===== config.mk =====
export PLATFORM = sky130hd
export DESIGN_NAME = func1_arb
export DESIGN_NICKNAME = d
export VERILOG_FILES = /design/src/rtl/func1_arb.sv
export SDC_FILE = /design/constraint.sdc
export NUM_CORES = 1
export LEC_CHECK = 0
export ABC_CLOCK_PERIOD_IN_PS = 1300
export CAP_MARGIN = 20
export CORE_MARGIN = 5
export CORE_UTILIZATION = 36
export DETAILED_ROUTE_END_ITERATION = 16
export GPL_ROUTABILITY_DRIVEN = 0
export GPL_TIMING_DRIVEN = 0
export PLACE_DENSITY = 0.72
export SLEW_MARGIN = 25
export SYNTH_ARGS = -nofsm -noshare
export SYNTH_HDL_FRONTEND = slang
export SYNTH_SLANG_ARGS = --single-unit

===== constraint.sdc =====
create_clock -name clk_i -period 1.3 [get_ports clk_i]
set_clock_uncertainty 0.05 [all_clocks]
set_input_delay 0.195 -clock clk_i [delete_from_list [all_inputs] [get_ports clk_i]]
set_output_delay 0.195 -clock clk_i [all_outputs]
set_load 0.02 [all_outputs]

===== src/rtl/func1_arb.sv =====
// func1_arb: two-requester round-robin front end for one shared
// sqrt(a + cbrt(b)) core.
//
// A requester raises req_i[n] with its operands held stable. When the block
// is idle it grants one requester (ack_o pulse), copies that requester's
// operands onto core_a_bo/core_b_bo and pulses core_start_o. It then waits
// for the core to go busy and come back idle, captures core_y_bi into
// res_bo and pulses done_o to the owner.
//
// Ports
//   clk_i, rst_i                 clock (rising edge), async active-low reset
//   req_i[1:0]                   per-requester request, held until ack_o[n]
//   a0_bi, b0_bi, a1_bi, b1_bi   requester operands (8 bits each)
//   ack_o[1:0]                   one-cycle grant pulse
//   done_o[1:0]                  one-cycle completion pulse to the owner
//   res_bo[4:0]                  result, held until the next done_o
//   err_o                        timeout flag, valid with done_o
//   busy_o                       high whenever the FSM is not idle
//   core_a_bo, core_b_bo         operands to the shared core, held per grant
//   core_start_o                 one-cycle start pulse to the core
//   core_busy_i, core_y_bi       core status and result
//
// Configuration
//   FUNC1_ARB_TIMEOUT_EN  when defined, a transaction still in flight after
//                         TIMEOUT_CYCLES cycles is aborted with err_o=1 and
//                         res_bo=0. When undefined there is no counter,
//                         err_o is tied low and the block waits indefinitely.

module func1_arb #(
  parameter int TIMEOUT_CYCLES = 255
) (
  input  logic       clk_i,
  input  logic       rst_i,
  input  logic [1:0] req_i,
  input  logic [7:0] a0_bi,
  input  logic [7:0] b0_bi,
  input  logic [7:0] a1_bi,
  input  logic [7:0] b1_bi,
  output logic [1:0] ack_o,
  output logic [1:0] done_o,
  output logic [4:0] res_bo,
  output logic       err_o,
  output logic       busy_o,
  output logic [7:0] core_a_bo,
  output logic [7:0] core_b_bo,
  output logic       core_start_o,
  input  logic       core_busy_i,
  input  logic [4:0] core_y_bi
);

  if (TIMEOUT_CYCLES < 1) begin : g_bad_timeout
    $error("func1_arb: TIMEOUT_CYCLES must be at least 1");
  end

  typedef enum logic [1:0] {
    IDLE      = 2'd0,
    WAIT_BUSY = 2'd1,
    WAIT_DONE = 2'd2
  } state_t;

  state_t state;
  logic   ptr;     // last grantee; reset to 1 so requester 0 wins first
  logic   owner;   // requester that owns the transaction in flight
  logic   winner;

  // Both requesting: the one not granted last wins. A lone requester wins
  // outright, which for req_i=01/10 is simply req_i[1].
  always_comb begin
    winner = (req_i == 2'b11) ? ~ptr : req_i[1];
  end

  assign busy_o = (state != IDLE);

`ifdef FUNC1_ARB_TIMEOUT_EN
  localparam int CW = $clog2(TIMEOUT_CYCLES + 1);
  logic [CW-1:0] tmo_cnt;
  logic          tmo_hit;
  logic          core_finished;

  assign tmo_hit       = (tmo_cnt == CW'(TIMEOUT_CYCLES - 1));
  assign core_finished = (state == WAIT_DONE) && !core_busy_i;
`else
  assign err_o = 1'b0;
`endif

  always_ff @(posedge clk_i or negedge rst_i) begin
    if (!rst_i) begin
      state        <= IDLE;
      ptr          <= 1'b1;
      owner        <= 1'b0;
      ack_o        <= 2'b00;
      done_o       <= 2'b00;
      res_bo       <= 5'd0;
      core_a_bo    <= 8'd0;
      core_b_bo    <= 8'd0;
      core_start_o <= 1'b0;
`ifdef FUNC1_ARB_TIMEOUT_EN
      err_o        <= 1'b0;
      tmo_cnt      <= '0;
`endif
    end else begin
      ack_o        <= 2'b00;
      done_o       <= 2'b00;
      core_start_o <= 1'b0;

      case (state)
        IDLE: begin
          if (|req_i) begin
            ack_o        <= winner ? 2'b10 : 2'b01;
            core_a_bo    <= winner ? a1_bi : a0_bi;
            core_b_bo    <= winner ? b1_bi : b0_bi;
            core_start_o <= 1'b1;
            owner        <= winner;
            ptr          <= winner;
            state        <= WAIT_BUSY;
`ifdef FUNC1_ARB_TIMEOUT_EN
            tmo_cnt      <= '0;
`endif
          end
        end
        WAIT_BUSY: begin
          if (core_busy_i) begin
            state <= WAIT_DONE;
          end
        end
        WAIT_DONE: begin
          if (!core_busy_i) begin
            res_bo <= core_y_bi;
            done_o <= owner ? 2'b10 : 2'b01;
            state  <= IDLE;
`ifdef FUNC1_ARB_TIMEOUT_EN
            err_o  <= 1'b0;
`endif
          end
        end
        default: state <= IDLE;
      endcase

`ifdef FUNC1_ARB_TIMEOUT_EN
      // A genuine completion in the same cycle as the deadline takes
      // precedence over the abort.
      if (state != IDLE) begin
        if (tmo_hit && !core_finished) begin
          res_bo <= 5'd0;
          err_o  <= 1'b1;
          done_o <= owner ? 2'b10 : 2'b01;
          state  <= IDLE;
        end else begin
          tmo_cnt <= tmo_cnt + 1'b1;
        end
      end
`endif
    end
  end

endmodule

**Cell sizes after repair**

The bar under the picture is 20 um long.
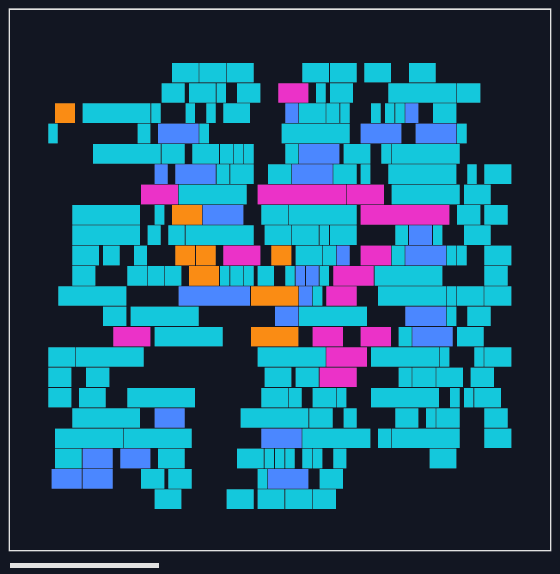
Blue stands for x2, cells 27. Orange stands for x3 and x4, cells 8. Magenta stands for x6 and larger, cells 14. Cyan stands for x1 and smaller, cells 164.

**Routed metal, one color a layer**

The bar under the picture is 20 um long.
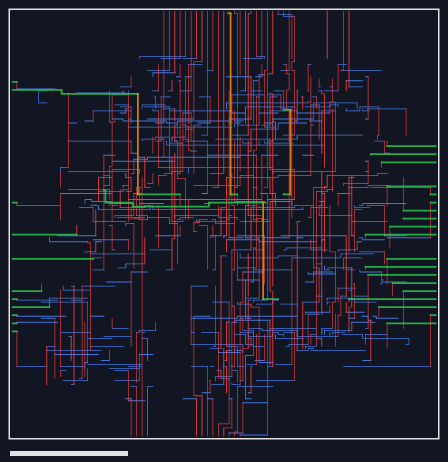
Red stands for M2, wire length 2130 um. Orange stands for M4, wire length 78.2 um. Green stands for M3, wire length 251 um. Blue stands for M1, wire length 1500 um.

==> CHANGELOG.md <==
## Implementation

- Outcome: finished with violations
- Failing checks: setup timing
- Fin crit period: 1.39 ns
- TAP cells: 48
- Clock tree sinks: 30
- Crit path cell chain: nor2_4, inv_2, buf_6, buf_6
- Met3 usage: 4.43%
- Main power group: combinational logic
- Die Ht: 72.3 um
- Switching part of the total: 38.8%
- Clock buffers: 6
- Mean Syn Cell Area: 10.9 um^2
- Seq pwr share: 32.3%
- Die Span X: 72.3 um
- Crit path launch type: flop
- Asr flop ratio synth: 100%
- Floorplan Utilization: 37.6%
- Final hold vios: 0
- P_int: 0.00301 W
- Met3 wire length: 251 um
- Reg clk slew, reported paths: 0.06 ns
- Max Cap Viol: 0
- # diodes: 0
- Fin crit share: 107%
- Yosys cell count: 128
- Pleak: 1.18 nW
- Placed cells: 244
- First-pass GRT wire length: 6360 um
- Mi-comb count: 56
- Top FF cell, synth: dfrtp_1
- Num ports: 70
- Largest class: buffers
- Via count of the routed design: 1236
- Most used cell, CP: buf_6
- Fillers: 303
- Most frequent cells in the layout: 40 x clkdlybuf4s50_1, 34 x inv_1, 29 x dfrtp_1, 26 x dlygate4sd2_1, 13 x o21ai_1
- Final setup vio count: 11
- Core Box Area: 3720 um^2
- Critical Path RT: 1.05 ns
- DR pass1 iterations: 4
- Worst slack at placement: -0.356 ns
- Seq. pwr: 0.00159 W
- Total power: 0.00493 W
- Worst Path Max Fanout: 10
- HP Class: reg -> reg
- Setup WS post-layout: -0.0881 ns
- DRC violations left: 0
- Non-Filler Instances: 261
- Relative slew slack: 55.5%
- DRT iter0 DRCs: 42
- Inverters: 35
- Worst EP arrival: 1.14 ns
- Fmax: 720 MHz
- GR peak layer: met2
- Number of cell rows: 22
- PD cells: 2090 nW/um^2
- Number of non-clock buffers: 84
- Seq_cells: 30
- OpenROAD warning count: 28
- P&R area growth vs syn: 68.8%
- Insertion delay to the later sink of the worst-skew pair: 0.28 ns
- Top layer in use: met4
- HP Start: owner
- Clock group share of total power: 14.3%
- CTS root buf: clkbuf_8
- Flop2flop setup slack: -0.06 ns
- Worst setup path end: busy_o
- Setup TNS: -0.480 ns
- Post-layout util: 63.5%
- Synthesized cell area: 1400 um^2
- Post-CTS resize count: 38
- Logic share of the area: 20.9%
- Slowest stage delay, CP: 0.40 ns
- H-tree depth: 2
- Logic area: 493 um^2
- Cell area leaders: dfrtp_1 52%, o221ai_2 9.7%, inv_1 9.1%
- CTS tree: yes
- Worst hold stages: 1
- CP max-delay cell: dfrtp_1
- Register area share after synthesis: 53.8%
==> Yosys cell counts (all sizes together) (2+ instances only) <==
cell    count
nand2       3
inv        35
mux2        5
nand3       2
nand2b      3
clkbuf      2
dfrtp      29
nor2        4
buf         5
o221ai     16
o21ai      18
==> cell families (layout without fill, tap and decap cells) <==
group / count (synthesis) / in the layout / share of synthesized area, %
flip-flops: 30 / 30 / 53.8
other: 1 / 1 / 0.268
buffers and inverters: 42 / 127 / 12.8
multiplexers: 5 / 5 / 4.03
AND/OR/NAND/NOR: 14 / 14 / 7.61
AND-OR/OR-AND: 36 / 36 / 21.5
==> state kept, by name (all words and copies together) (netlist names) <==
signal,count
done_o,2
res_bo,5
core_b_bo,8
ack_o,2
core_start_o,1
owner,1
state,2
core_a_bo,8
ptr,1
Power figures rest on the tool's default switching activity, not on a simulated workload.
